### src/rtl/alu_accum.sv
// alu_accum: registered ALU result plus accumulator for the 8-bit RISC_CPU
// datapath. alu_out feeds the downstream bus driver; zero serves SKZ.
module alu_accum #(
  parameter int WIDTH = 8,
  parameter int OPW   = 3
) (
  input  logic             clk,
  input  logic             reset,
  input  logic             alu_ena,
  input  logic             acc_ena,
  input  logic [OPW-1:0]   opcode,
  input  logic [WIDTH-1:0] data,
  output logic [WIDTH-1:0] alu_out,
  output logic [WIDTH-1:0] accum,
  output logic             zero,
  output logic             carry
);

  // Opcode encodings are fixed for a 3-bit opcode field.
  localparam logic [OPW-1:0] OP_HLT = OPW'(3'b000);
  localparam logic [OPW-1:0] OP_SKZ = OPW'(3'b001);
  localparam logic [OPW-1:0] OP_ADD = OPW'(3'b010);
  localparam logic [OPW-1:0] OP_AND = OPW'(3'b011);
  localparam logic [OPW-1:0] OP_XOR = OPW'(3'b100);
  localparam logic [OPW-1:0] OP_LDA = OPW'(3'b101);
  localparam logic [OPW-1:0] OP_STO = OPW'(3'b110);
  localparam logic [OPW-1:0] OP_JMP = OPW'(3'b111);

  logic [WIDTH-1:0] alu_out_q, alu_out_d;
  logic [WIDTH-1:0] accum_q,   accum_d;
  logic             carry_q,   carry_d;

  logic [WIDTH:0]   sum;
  logic [WIDTH-1:0] and_res;
  logic [WIDTH-1:0] xor_res;

  // Widened sum so the carry-out is simply the top bit.
  assign sum = {1'b0, data} + {1'b0, accum_q};

  // Per-bit logic operations between the bus operand and the accumulator.
  generate
    for (genvar gi = 0; gi < WIDTH; gi++) begin : g_bitwise
      assign and_res[gi] = data[gi] & accum_q[gi];
      assign xor_res[gi] = data[gi] ^ accum_q[gi];
    end
  endgenerate

  // Next-state: ALU result and carry on alu_ena, accumulator from the old
  // alu_out on acc_ena. Both read pre-edge state, so there is no bypass.
  always_comb begin
    alu_out_d = alu_out_q;
    carry_d   = carry_q;
    accum_d   = accum_q;
    if (alu_ena) begin
      unique case (opcode)
        OP_ADD: begin
          alu_out_d = sum[WIDTH-1:0];
          carry_d   = sum[WIDTH];
        end
        OP_AND: alu_out_d = and_res;
        OP_XOR: alu_out_d = xor_res;
        OP_LDA: alu_out_d = data;
        OP_HLT, OP_SKZ, OP_STO, OP_JMP: alu_out_d = accum_q;
        default: alu_out_d = accum_q;
      endcase
    end
    if (acc_ena) begin
      accum_d = alu_out_q;
    end
  end

  // State registers; reset wins over any strobe on the same edge.
  always_ff @(posedge clk) begin
    if (reset) begin
      alu_out_q <= '0;
      accum_q   <= '0;
      carry_q   <= 1'b0;
    end else begin
      alu_out_q <= alu_out_d;
      accum_q   <= accum_d;
      carry_q   <= carry_d;
    end
  end

  assign alu_out = alu_out_q;
  assign accum   = accum_q;
  assign carry   = carry_q;
  assign zero    = (accum_q == '0);

endmodule
### config.mk
export PLATFORM = sky130hd
export DESIGN_NAME = alu_accum
export DESIGN_NICKNAME = d
export VERILOG_FILES = /design/src/rtl/alu_accum.sv
export SDC_FILE = /design/constraint.sdc
export NUM_CORES = 1
export LEC_CHECK = 0
export ABC_AREA = 0
export CAP_MARGIN = 10
export CORE_AREA = 2 2 53 55
export DETAILED_ROUTE_END_ITERATION = 16
export DIE_AREA = 0 0 55 57
export PLACE_DENSITY = 0.82
export SETUP_SLACK_MARGIN = 0.02
export SYNTH_ARGS = -nofsm -noshare
export SYNTH_HDL_FRONTEND = slang
export SYNTH_SLANG_ARGS = --single-unit
### constraint.sdc
create_clock -name clk -period 4.5 [get_ports clk]
set_clock_uncertainty 0.2 [all_clocks]
set_input_delay 0.9 -clock clk [delete_from_list [all_inputs] [get_ports clk]]
set_output_delay 0.9 -clock clk [all_outputs]
set_load 0.005 [all_outputs]
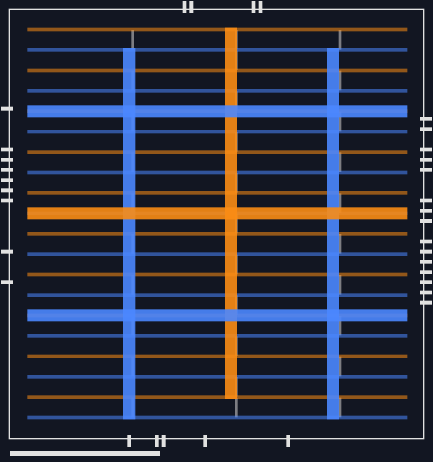
run_1/power_grid.png
The bar under the picture is 20 um long. Pins as bars on the die edge. Tap cells in grey.
orange -> VDD
blue -> VSS
met5 straps = 3
signal pins = 33

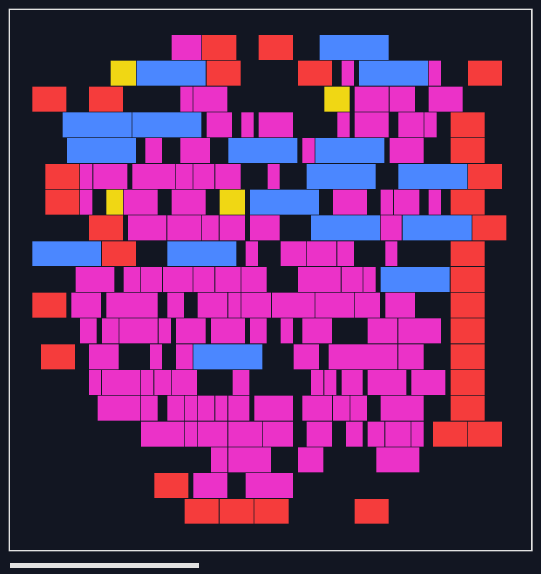
run_1/placement_by_type.png
The bar under the picture is 20 um long.
yellow -> clock drivers and dummy loads  # cells 4
blue -> flops  # cells 17
red -> other buffers and delay cells  # cells 32
magenta -> combinational and other logic  # cells 120

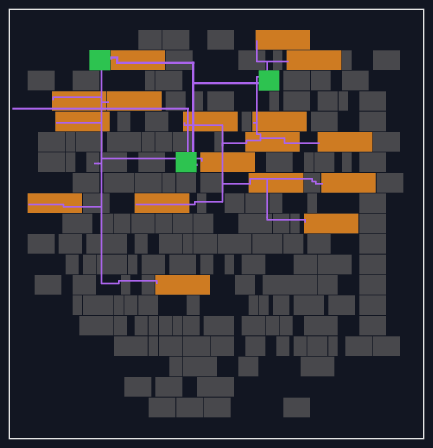
run_1/clk_routes.png
orange -> flip-flops  # count 17
green -> clock drivers  # count 3
purple -> clock wires  # length 232 um
routed clock nets = 4

==> impl_metrics.yaml, run 1 <==
# generated from flow reports
logic_synthesis:
  ys_sh_simple_pct: 19.9
  syn-cell-area_sq_mm: 0.00130
  post-synth-top-area-cell: "dfxtp_1"
  ys.flops: 17
  top_cell: "nor2_1"
  common_cells: "nor2_1 (19), dfxtp_1 (17), mux2i_1 (12), o21ai_0 (9), ha_1 (8)"
  syn_inst: 147
  synth_seq_share_pct: 26.2
  synth-main-ff-cell: "dfxtp_1"
  synth_nets: 171
  async_flop_share_pct: 0
  synth-edff-count: 0
  avgSynthCellArea_sq_um: 8.84
  yosys_area_sq_mm: 0.00130
  mux_share_pct: 13.6
  top_logic_kind: "AND-OR/OR-AND gates"
  synth-adder-area-share_pct: 9.24
timing:
  finalSetupViolCount: 0
  maxSlewHeadroom_pct: 51.2
  timing.fmax_mhz: 330
  fin_crit_ns: 3.03
clock_network:
  cts_tree: "yes"
  clock_path_buffers: 2
  root_buffer: "clkbuf_4"
  clk_pin_slew_ns: 0.10
  cts_resized: 0
  cts_buffers: 3
  htree_num_levels: 1
grt:
  antenna_found_initial: 0
  grt_pass1_vias: 1183
  grt_pass1_wl_um: 5390
  grt_remaining_overflow: 0
  grt_max_degree: 20
finish:
  diodes: 0
floorplan:
  fp-utilization_pct: 49.7
  die_x_um: 55
critical_path:
  critPathRequiredTime_ns: 4.48
  cp_data_arrival_time_ns: 3.01
  path_class: "in2reg"
  worst_r2r_path_depth: 6
  worstPathMaxFanout: 3
  r2r_slack_ns: 2.16
  cp-start-kind: "primary input"
status:
  status: "finished, final reports clean"
drt:
  num_vias: 1250
  highest_layer: "met4"
  wl_met2_um: 1630
  vias_per_cell: 6.13
  wl_met3_um: 207
  drc: 0
  ant_nets: 0
power_and_ir_drop:
  power_leakage_nw: 0.653
  design_power_total_uw: 372
hold_path:
  worstHoldStart: "alu_out[4]$_SDFFE_PP0P_"
  holdCritPathClass: "reg2reg"
job:
  warning_count: 26
placed_design:
  place_congestion: 0.857
  port_buffers: 32
run 1: worst max path at each step:
stage                                         end  slack (ns)  depth (start not counted)    start
after detailed placement  alu_out[6]$_SDFFE_PP0P_        1.18                          8  data[0]
after global placement    alu_out[6]$_SDFFE_PP0P_        1.29                          8  data[0]
after floorplan           alu_out[6]$_SDFFE_PP0P_        1.81                          7  data[0]
after CTS                 alu_out[6]$_SDFFE_PP0P_        1.49                          8  data[0]
after global routing      alu_out[6]$_SDFFE_PP0P_        1.42                          8  data[0]
final                     alu_out[6]$_SDFFE_PP0P_        1.47                          8  data[0]
run 1: worst max-delay path, cell delays in order:
cell and delay, ns:
clkdlybuf4s50_1 0.44, ha_1 0.25, fa_1 0.42, a211o_1 0.33
a21o_1 0.17, a21oi_1 0.19, xor2_1 0.19, a31oi_1 0.12
run 1: report_power, final:
group	switching, mW	internal (mW)	total (mW)	leakage, nW
clock network	0.0517	0.0331	0.0848	0.0177
logic	0.0550	0.0639	0.119	0.496
registers	0.00929	0.159	0.168	0.139
total	0.116	0.256	0.372	0.653
run 1: area by class of cell:
type / instances / area, sq um
well taps: 31 / 38.8
inverters: 1 / 3.75
flip-flops and latches: 17 / 340
repair buffers: 32 / 320
fillers: 246 / 992
clock inverters: 1 / 5.00
multi-input cells: 119 / 892
clock buffers: 3 / 22.5
run 1: through the flow:
step / worst slack, ns / util [%] / area [sq um] / cells / hold WS [ns]
floorplan: 1.81 / - / 1300 / 147 / 0.288
global placement: 1.29 / 61.0 / 1600 / 200 / 0.300
detailed placement: 1.18 / 61.0 / 1600 / 200 / 0.313
CTS: 1.49 / 62.1 / 1620 / 204 / 0.329
global route: 1.42 / 62.1 / 1620 / 204 / 0.360
finish: 1.47 / 62.1 / 1620 / 204 / 0.326
## Run 2: what changed since run 1
Settings changed: CORE_AREA 2 2 53 55 to 2 2 55 57, DIE_AREA 0 0 55 57 to 0 0 57 59, PLACE_DENSITY 0.82 to 0.76.
Clock period 4.5 ns to 3.2 ns, I/O delays scaled along.
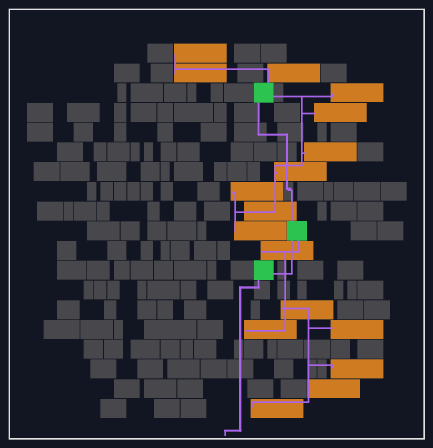
run_2/clk_routes.png
green -> clock drivers  # count 3
orange -> flip-flops  # count 17
purple -> clock wires  # length 176 um
routed clock nets = 4

==> run 2 against run 1 <==
  * Core utilization fell by 1.6 points
  * Final area rose by 0.92%
  * Non-clock buffer count rose by 2
  * Cell count rose by 0.98%
  * Critical endpoint unchanged
  * Highest routed layer unchanged
==> impl_metrics.yaml, run 2 <==
# generated from flow reports
drt:
  drc: 0
  drtPass1Iterations: 4
  wl_met3_um: 142
  highest_layer: "met4"
  wl_met2_um: 1550
  num_vias: 1252
  vias_per_cell: 6.08
  ant_nets: 0
power_and_ir_drop:
  swShare_pct: 29.7
  design_power_total_uw: 514
  comb_cell_power_uw: 167
  powerSeq_uw: 237
  switchingPower_uw: 153
  clkPwrFrac_pct: 21.4
  powerClk_uw: 110
  power_leakage_nw: 0.663
  internal_power_uw: 361
  combPwrFrac_pct: 32.5
  top_power_group: "registers"
  p_seq_share_pct: 46.1
logic_synthesis:
  mux_share_pct: 13.6
  synth_nets: 171
  synth-adder-area-share_pct: 9.24
  top_logic_kind: "AND-OR/OR-AND gates"
  ys.flops: 17
  async_flop_share_pct: 0
  synth.top_cell.area_share_pct: 26.2
  ys_sh_simple_pct: 19.9
  syn-cell-area_sq_mm: 0.00130
  post-synth-top-area-cell: "dfxtp_1"
  synth-edff-count: 0
  syn_inst: 147
  top_cell: "nor2_1"
  yosys_area_sq_mm: 0.00130
  synth-main-ff-cell: "dfxtp_1"
  common_cells: "nor2_1 (19), dfxtp_1 (17), mux2i_1 (12), o21ai_0 (9), ha_1 (8)"
  synth_seq_share_pct: 26.2
critical_path:
  r2r_slack_ns: 0.83
  critPathBufInv: 1
  cp.depth: 8
  worstPathMaxFanout: 3
  cpPeakStageDelay_ns: 0.44
  cp_top_family: "AND-OR/OR-AND gates"
  worst_r2r_path_depth: 7
  worstReg2RegEnd: "alu_out[6]$_SDFFE_PP0P_"
  cp-start-kind: "primary input"
  path_class: "in2reg"
  r2r-start: "accum[0]$_SDFFE_PP0P_"
  cp_data_arrival_time_ns: 2.78
  cp_cell_sequence: "clkdlybuf4s50_1 -> ha_1 -> fa_1 -> a211o_1 -> a21o_1 -> a21oi_1 -> xor2_1 -> a31oi_1"
  slowest_stage: "clkdlybuf4s50_1"
  critPathRequiredTime_ns: 3.17
finish:
  n_fill_cell: 253
  diodes: 0
hold_path:
  worstHoldStart: "alu_out[0]$_SDFFE_PP0P_"
  holdCritPathClass: "reg2reg"
  whs_path_depth: 2
clock_network:
  root_buffer: "clkbuf_4"
  clock_path_buffers: 2
  clk_pin_slew_ns: 0.09
  cts_buffers: 3
  cts_tree: "yes"
  htree_num_levels: 1
  cts_resized: 0
  ctsHoldBuffers: 0
floorplan:
  die_x_um: 57
  fp-utilization_pct: 48.0
placed_design:
  place_congestion: 0.918
  port_buffers: 32
timing:
  finalSetupViolCount: 0
  fin_crit_sh_pct: 87.8
  slew_viol_final: 0
  maxSlewHeadroom_pct: 50.2
  hold_viol: 0
  timing.fmax_mhz: 356
  fin_crit_ns: 2.81
grt:
  antenna_found_initial: 0
  grt_remaining_overflow: 0
  grt_max_degree: 20
  grt_pass1_vias: 1105
  grt_pass1_wl_um: 5110
job:
  warning_count: 26
status:
  status: "finished, final reports clean"
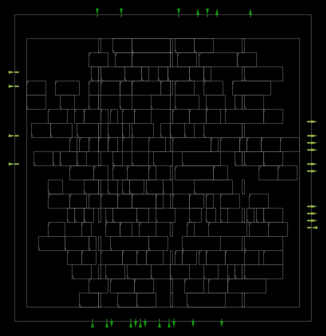
run_2/placement.png
fin util: 60.4%
# rows: 19

[run 2: cell counts after synthesis]
Identical to the previous run, type by type.
[run 2: per-stage QoR]
stage | instance area (sq um) | utilization, % | worst slack [ns] | hold slack, ns | std cells
6_report | 1640 | 60.4 | 0.390 | 0.329 | 206
4_1_cts | 1640 | 60.4 | 0.426 | 0.329 | 206
5_1_grt | 1640 | 60.4 | 0.334 | 0.355 | 206
3_5_place_dp | 1610 | 59.4 | 0.118 | 0.316 | 202
3_3_place_gp | 1610 | 59.4 | 0.214 | 0.302 | 202
2_1_floorplan | 1300 | - | 0.766 | 0.288 | 147
[run 2: cell type report]
class,count,area (sq um),area share (%)
clock buffers,3,22.5,1.38
clock inverters,1,5.00,0.306
inverters,1,3.75,0.229
multi-input cells,119,892,54.5
flip-flops and latches,17,340,20.8
well taps,31,38.8,2.37
repair buffers,34,335,20.5
[run 2: how the worst max path moves through the flow]
stage                       start                      end  slack [ns]
after CTS                 data[0]  alu_out[6]$_SDFFE_PP0P_        0.43
final                     data[0]  alu_out[6]$_SDFFE_PP0P_        0.39
after detailed placement  data[0]  alu_out[6]$_SDFFE_PP0P_        0.12
after global placement    data[0]  alu_out[6]$_SDFFE_PP0P_        0.21
after floorplan           data[0]  alu_out[6]$_SDFFE_PP0P_        0.77
after global routing      data[0]  alu_out[6]$_SDFFE_PP0P_        0.33
[run 2: routing by layer]
| metal | vias to the layer above | global-route usage (%) |
|---|---|---|
| met2 | 42 | 31.7 |
| met3 | 6 | 1.09 |
| met4 | 0 | 7.64 |
| li1 | 607 | - |
| met5 | - | 0 |
| met1 | 597 | 26.4 |
## Run 3: what changed since run 2
Settings changed: ABC_CLOCK_PERIOD_IN_PS set to 3200.
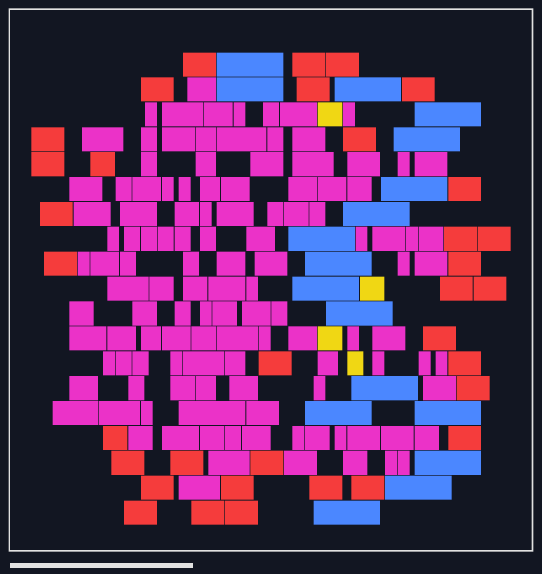
run_3/placement_by_type.png
The bar under the picture is 20 um long.
yellow -> clock drivers and dummy loads  # cells 4
blue -> flops  # cells 17
magenta -> combinational and other logic  # cells 120
red -> other buffers and delay cells  # cells 34

==> run 3 against run 2 <==
  * Sequential power is essentially flat
  * Critical path depth is the same
  * Final area is the same
  * Cell count is the same
  * Highest routed layer unchanged
  * Setup slack is the same
  * Routed wire length is the same
  * Non-clock buffer count is the same
  * Maximum frequency is the same
  * Clock power is essentially flat
==> impl_metrics.yaml, run 3 <==
# generated from flow reports
clock_network:
  cts_tree: "yes"
  cts_resized: 0
  root_buffer: "clkbuf_4"
finish:
  nMultiInputCombCells: 119
  n_fill_cell: 253
  comb_share_pct: 54.5
  area_share_clock_buf_inv_pct: 1.68
  inverters: 1
  largest_class: "multi-input combinational cells"
  buf_share_pct: 20.5
  n_all_buffers: 34
  seq_share_pct: 20.8
  comb_area_sq_um: 892
power_and_ir_drop:
  power_leakage_nw: 0.663
  powerSeq_uw: 237
  swShare_pct: 29.7
  p_seq_share_pct: 46.1
  top_power_group: "registers"
  powerClk_uw: 110
  design_power_total_uw: 514
  internal_power_uw: 361
status:
  status: "finished, final reports clean"
critical_path:
  worst_r2r_path_depth: 7
  r2r-start: "accum[0]$_SDFFE_PP0P_"
  worstPathMaxFanout: 3
  cp-start-kind: "primary input"
  path_class: "in2reg"
  critPathRequiredTime_ns: 3.17
timing:
  finalSetupViolCount: 0
  timing.fmax_mhz: 356
  slew_viol_final: 0
  hold_viol: 0
  fin_crit_ns: 2.81
floorplan:
  rows: 19
  tap_cells: 31
  fp-utilization_pct: 48.0
logic_synthesis:
  synth-main-ff-cell: "dfxtp_1"
  syn-cell-area_sq_mm: 0.00130
  syn_inst: 147
  synth_nets: 171
  common_cells: "nor2_1 (19), dfxtp_1 (17), mux2i_1 (12), o21ai_0 (9), ha_1 (8)"
placed_design:
  pre_cts_ws_ns: 0.118
  port_buffers: 32
grt:
  grt.met1_usage_pct: 26.4
  antenna_found_initial: 0
  grt_remaining_overflow: 0
hold_path:
  holdCritPathClass: "reg2reg"
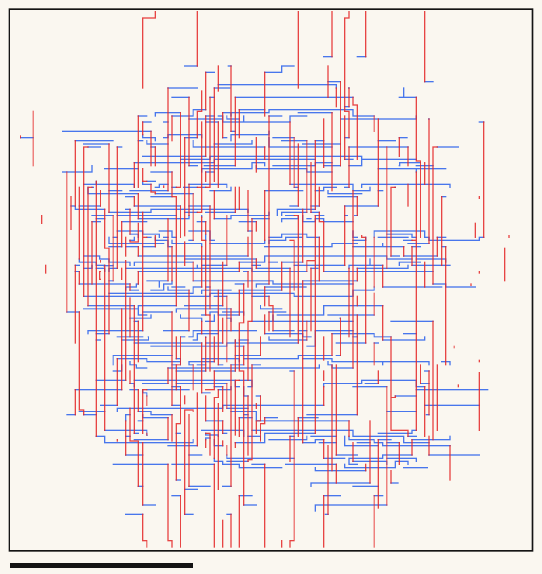
run_3/wires.png
The bar under the picture is 20 um long. Only two layers are drawn.
blue -> metal 1  # wire length 1480 um
red -> metal 2  # wire length 1550 um

[run 3: cell counts in the layout (fill, tap and decap cells not counted)]
No cell type changed its count.
[run 3: worst max-delay path, cell delays in order]
cell,delay [ns]
clkdlybuf4s50_1,0.44
ha_1,0.26
fa_1,0.43
a211o_1,0.33
a21o_1,0.16
a21oi_1,0.24
xor2_1,0.19
a31oi_1,0.11
[run 3: routing by layer]
| layer | wire, um | up-vias | part of all wire [%] |
|---|---|---|---|
| li1 | - | 607 | - |
| met1 | 1480 | 597 | 46 |
| met2 | 1550 | 42 | 48 |
| met3 | 142 | 6 | 4.4 |
| met4 | 39 | 0 | 1.2 |
| met5 | 0 | - | 0 |
[run 3: logic make-up after synthesis]
family	share of synthesized area, %
XOR/XNOR	3.37
buffers and inverters	5.20
AND-OR/OR-AND	22.5
adder cells (fa/ha/maj)	9.24
flip-flops	26.2
multiplexers	13.6
AND/OR/NAND/NOR	19.9
[run 3: worst max path at each step]
stage	from	to	slack [ns]	depth (start not counted)
2_1_floorplan	data[0]	alu_out[6]$_SDFFE_PP0P_	0.77	7
3_3_place_gp	data[0]	alu_out[6]$_SDFFE_PP0P_	0.21	8
3_5_place_dp	data[0]	alu_out[6]$_SDFFE_PP0P_	0.12	8
4_1_cts	data[0]	alu_out[6]$_SDFFE_PP0P_	0.43	8
5_1_grt	data[0]	alu_out[6]$_SDFFE_PP0P_	0.33	8
6_report	data[0]	alu_out[6]$_SDFFE_PP0P_	0.39	8
[run 3: through the flow]
stage | cell area [sq um] | cells
6_report | 1640 | 206
5_1_grt | 1640 | 206
4_1_cts | 1640 | 206
3_5_place_dp | 1610 | 202
3_3_place_gp | 1610 | 202
2_1_floorplan | 1300 | 147
No activity file was given, so power comes from the tool's default toggle rates.
